--- src/rtl/lc3b_types.sv ---
// Shared LC-3b datapath types: CDB broadcast, ROB entry and the ROB tag width.
// Pure type/constant package, no logic, no latency, no flow control.
package lc3b_types;

   localparam int rob_tag_width = 3;

   typedef logic [15:0]              lc3b_word;
   typedef logic [2:0]               lc3b_reg;
   typedef logic [rob_tag_width-1:0] rob_tag_t;

   typedef struct packed {
      logic     valid;
      rob_tag_t tag;
      lc3b_word data;
   } cdb_t;

   typedef struct packed {
      logic     busy;
      logic     ready;
      logic     regwrite;
      lc3b_reg  dest;
      lc3b_word data;
   } rob_entry_t;

endpackage

--- src/rtl/rob_entry_array.sv ---
// ROB storage with per-entry CDB tag compare; alloc/capture/retire take effect at the edge.
// No backpressure: the parent guarantees alloc targets a free entry and retire a busy one.
module rob_entry_array
   import lc3b_types::*;
#(
   parameter int n = rob_tag_width
)
(
   input  logic                      clk,
   input  logic                      reset,
   input  logic                      flush,
   input  logic                      alloc_en,
   input  logic [n-1:0]              alloc_idx,
   input  logic                      alloc_regwrite,
   input  logic [2:0]                alloc_dest,
   input  cdb_t                      cdb,
   input  logic                      commit_en,
   input  logic [n-1:0]              commit_idx,
   output rob_entry_t [2**n-1:0]     entries
);

   localparam int depth = 2**n;

   for (genvar g = 0; g < depth; g++) begin : g_entry
      localparam logic [n-1:0] idx = n'(g);

      rob_entry_t ent;
      logic       hit;

      // A result for an entry that is not in flight is stale and must not land.
      assign hit = cdb.valid && (cdb.tag == idx) && ent.busy;

      always_ff @(posedge clk) begin
         if (reset || flush) begin
            ent.busy  <= 1'b0;
            ent.ready <= 1'b0;
         end else if (alloc_en && (alloc_idx == idx)) begin
            ent.busy     <= 1'b1;
            ent.ready    <= 1'b0;
            ent.regwrite <= alloc_regwrite;
            ent.dest     <= alloc_dest;
         end else begin
            if (hit) begin
               ent.ready <= 1'b1;
               ent.data  <= cdb.data;
            end
            if (commit_en && (commit_idx == idx)) begin
               ent.busy <= 1'b0;
            end
         end
      end

      assign entries[g] = ent;
   end

endmodule

--- src/rtl/reorder_buffer.sv ---
// Circular ROB: tag = tail at alloc (0 cycles), CDB captured at the edge, in-order commit from registered state.
// Alloc while full is dropped; optional operand read ports with CDB forwarding under ROB_OPERAND_READ_EN.
module reorder_buffer
   import lc3b_types::*;
#(
   parameter int n = rob_tag_width
)
(
   input  logic           clk,
   input  logic           reset,
   input  logic           flush,
   input  logic           alloc,
   input  logic           alloc_regwrite,
   input  logic [2:0]     alloc_dest,
   output logic [n-1:0]   alloc_tag,
   output logic           rob_full,
   output logic           rob_empty,
   input  cdb_t           CDB_in,
   output logic           commit_valid,
   output logic [n-1:0]   commit_tag,
   output logic           commit_regwrite,
   output logic [2:0]     commit_dest,
   output logic [15:0]    commit_data
`ifdef ROB_OPERAND_READ_EN
   ,
   input  logic [n-1:0]   query_tag_a,
   input  logic [n-1:0]   query_tag_b,
   output logic           query_ready_a,
   output logic           query_ready_b,
   output logic [15:0]    query_data_a,
   output logic [15:0]    query_data_b
`endif
);

   localparam int depth = 2**n;

   logic [n-1:0]          head;
   logic [n-1:0]          tail;
   logic [n:0]            count;
   logic                  do_alloc;
   rob_entry_t            head_e;
   rob_entry_t [depth-1:0] entries;

   assign rob_full  = (count == (n+1)'(depth));
   assign rob_empty = (count == '0);
   assign alloc_tag = tail;

   // Full is judged before this cycle's commit, so a same-cycle retire never frees a slot early.
   assign do_alloc = alloc && !rob_full;

   assign head_e          = entries[head];
   assign commit_valid    = head_e.busy && head_e.ready && !flush;
   assign commit_tag      = head;
   assign commit_regwrite = head_e.regwrite;
   assign commit_dest     = head_e.dest;
   assign commit_data     = head_e.data;

   always_ff @(posedge clk) begin
      if (reset || flush) begin
         head  <= '0;
         tail  <= '0;
         count <= '0;
      end else begin
         if (do_alloc) begin
            tail <= tail + 1'b1;
         end
         if (commit_valid) begin
            head <= head + 1'b1;
         end
         case ({do_alloc, commit_valid})
            2'b10:   count <= count + 1'b1;
            2'b01:   count <= count - 1'b1;
            default: count <= count;
         endcase
      end
   end

   rob_entry_array #(.n(n)) u_entries (
      .clk            (clk),
      .reset          (reset),
      .flush          (flush),
      .alloc_en       (do_alloc),
      .alloc_idx      (tail),
      .alloc_regwrite (alloc_regwrite),
      .alloc_dest     (alloc_dest),
      .cdb            (CDB_in),
      .commit_en      (commit_valid),
      .commit_idx     (head),
      .entries        (entries)
   );

`ifdef ROB_OPERAND_READ_EN
   rob_entry_t qa_e;
   rob_entry_t qb_e;
   logic       qa_fwd;
   logic       qb_fwd;

   assign qa_e = entries[query_tag_a];
   assign qb_e = entries[query_tag_b];

   // Same-cycle bypass: a result on the CDB is visible to readers before it is written.
   assign qa_fwd = CDB_in.valid && (CDB_in.tag == query_tag_a) && qa_e.busy;
   assign qb_fwd = CDB_in.valid && (CDB_in.tag == query_tag_b) && qb_e.busy;

   assign query_ready_a = (qa_e.busy && qa_e.ready) || qa_fwd;
   assign query_ready_b = (qb_e.busy && qb_e.ready) || qb_fwd;
   assign query_data_a  = qa_fwd ? CDB_in.data : qa_e.data;
   assign query_data_b  = qb_fwd ? CDB_in.data : qb_e.data;
`endif

endmodule

--- config.mk ---
export PLATFORM = sky130hd
export DESIGN_NAME = reorder_buffer
export DESIGN_NICKNAME = d
export VERILOG_FILES = /design/src/rtl/lc3b_types.sv /design/src/rtl/rob_entry_array.sv /design/src/rtl/reorder_buffer.sv
export SDC_FILE = /design/constraint.sdc
export NUM_CORES = 1
export LEC_CHECK = 0
export CORE_ASPECT_RATIO = 0.7
export CORE_MARGIN = 4
export CORE_UTILIZATION = 40
export DETAILED_ROUTE_END_ITERATION = 7
export REMOVE_ABC_BUFFERS = 1
export SETUP_SLACK_MARGIN = 0.02
export SYNTH_ARGS = -nofsm -noshare
export SYNTH_HDL_FRONTEND = slang
export SYNTH_SLANG_ARGS = --single-unit
--- constraint.sdc ---
create_clock -name clk -period 2.9 [get_ports clk]
set_input_delay 0.29 -clock clk [delete_from_list [all_inputs] [get_ports clk]]
set_output_delay 0.29 -clock clk [all_outputs]
set_load 0.01 [all_outputs]
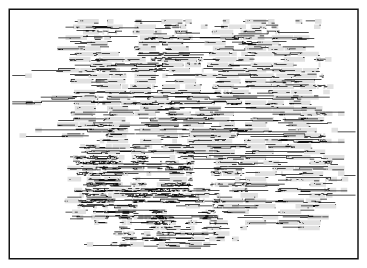
(images/m1.png)
(2 px per µm) Cells faint in the background.
main direction: horizontal
nets with wire on the layer: 543
longest straight run: 49.7 µm
share of all routed wire: 43%
wire length on this layer: 6910 µm
Via Count: 4289
Routed WL: 15990 µm
met1 Use GR: 0.2038

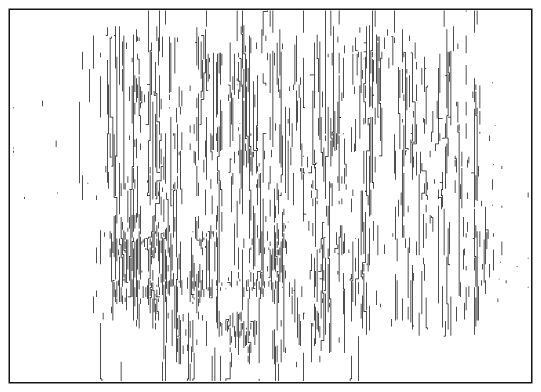
(images/m2.png)
(3 px per µm)
nets with wire on the layer: 503
wire length on this layer: 7860 µm
main direction: vertical
M2 GR Usage: 0.2491

==> results.py <==
# Generated from Yosys and OpenROAD reports
metrics = {
    "hold_path": {
        "hp-class": "flop to flop",
        "min_to": "u_entries.entries[20]",
    },
    "worst_setup_path": {
        "worstSetupPathDepth": 6,
        "r2r_start": "commit_tag[0]",
        "path_max_fanout": 6,
        "crit_arrival_ns": 2.44,
        "worst-setup-path-type": "flop to primary output",
        "crit_buf_inv": 3,
        "path_delay_family": "multiplexers",
        "setup.worst_path.end": "commit_valid",
    },
    "placement": {
        "port_buffers": 56,
        "place_ws_ns": 0.2309,
        "dpl_cell_area_um2": 8641,
    },
    "cts": {
        "cts.root.buffer_cell": "clkbuf_16",
        "worstSkewPairLatency_ns": 0.44,
        "cts.clk_slew.worst_paths_ns": 0.08,
        "cts_resized": 2,
        "cts_setup_buffers": 0,
        "cts-buffers-inserted": 17,
        "clock_path_buffers": 2,
        "cts.sinks": 186,
    },
    "final_layout": {
        "ff_count": 186,
        "combGateArea_um2": 2213,
        "largest_reg_flops": 176,
        "num-nets-final": 592,
        "fin_area_um2": 9216,
        "stdcell_count": 805,
        "comb_area_share": 0.2402,
        "multi_input_comb_cells": 251,
        "ff_latch_area_um2": 5328,
        "syn_to_final_growth_pct": 19.91,
        "inverters": 11,
        "seq-cell-share": 0.5781,
        "area_dominant_class": "sequential cells",
        "nClkBuffers": 17,
        "buffer_area_frac": 0.08336,
    },
    "logic_synthesis": {
        "syn-instance-count": 474,
        "synth_top_area_share": 0.6251,
        "async_flop_share": 0,
        "aoi_share": 0.04102,
        "yosys-stat-area_um2": 7686,
        "fa_ha_area_frac": 0.02442,
        "ys.flops": 186,
        "edf_count": 160,
        "postSynthSeqShare": 0.6928,
        "logic_family": "multiplexers",
        "yosys_cells": 474,
        "synthFlopType": "edfxtp_1",
        "yosys.cell_types.count": 49,
        "ys_top_cells_by_count": "edfxtp_1, nand2_1, mux4_2",
    },
    "timing": {
        "relSlewSlack": 0.5540,
        "fin_setup_tns_ns": 0,
        "finalSetupViolCount": 0,
        "hold_slack_ns": 0.4644,
        "setup_ws_ns": 0.1677,
        "worst_slew_pin_slew_ns": 0.6689,
        "rsz0062_at_grt": "false",
        "hold_viol": 0,
    },
    "status": {
        "outcome": "finished clean",
    },
    "detailed_routing": {
        "drt_pass1_iterations": 5,
        "drt_iter0_drc": 374,
        "viasPerCell": 5.328,
        "top_layer_used": "met5",
    },
    "power_and_ir_drop": {
        "ir_drop_uv": 415.7,
        "power_leakage_nw": 3.050,
        "p_sw_frac": 0.2188,
        "p_sw_mw": 1.147,
        "maxPowerGroup": "registers",
        "pg_seq_mw": 2.91,
        "power.density_nw_per_um2": 568.9,
        "finalPower_mw": 5.243,
    },
    "die": {
        "coreArea_um2": 18870,
        "io-pin-count": 57,
        "die_area_um2": 21530,
        "nWellTaps": 242,
    },
    "grt": {
        "grt.total_usage": 0.1542,
        "gr-usage-met3": 0.04005,
        "grt_pass1_vias": 4340,
        "grt_start_max_net_pins": 46,
        "antenna_found_initial": 2,
    },
    "run": {
        "cap_viol_max_count": 0,
    },
}
cells in the final DEF (no fill, tap or decap), types with 4 or more instances in the layout:
cell type	synthesis	layout
edfxtp_1	160	160
nand2_1	88	88
clkdlybuf4s50_1	0	56
mux4_2	42	42
buf_4	2	25
dfxtp_1	26	24
clkbuf_16	0	17
ha_1	15	15
nand3_1	12	12
a21oi_1	16	11
nor2_1	11	10
inv_1	7	7
and3_1	6	6
a21oi_2	0	5
a22oi_1	5	5
inv_6	0	5
nand4_1	4	4
nor3_1	4	4
o31ai_1	4	4
clkinv_4	0	4
cells by family after synthesis:
group	count (synthesis)
DFF	186
and+or+nand+nor	139
muxes	47
AOI/OAI and AO/OA	46
buffers and inverters	37
adders and majority gates	15
xor gates and xnor gates	4
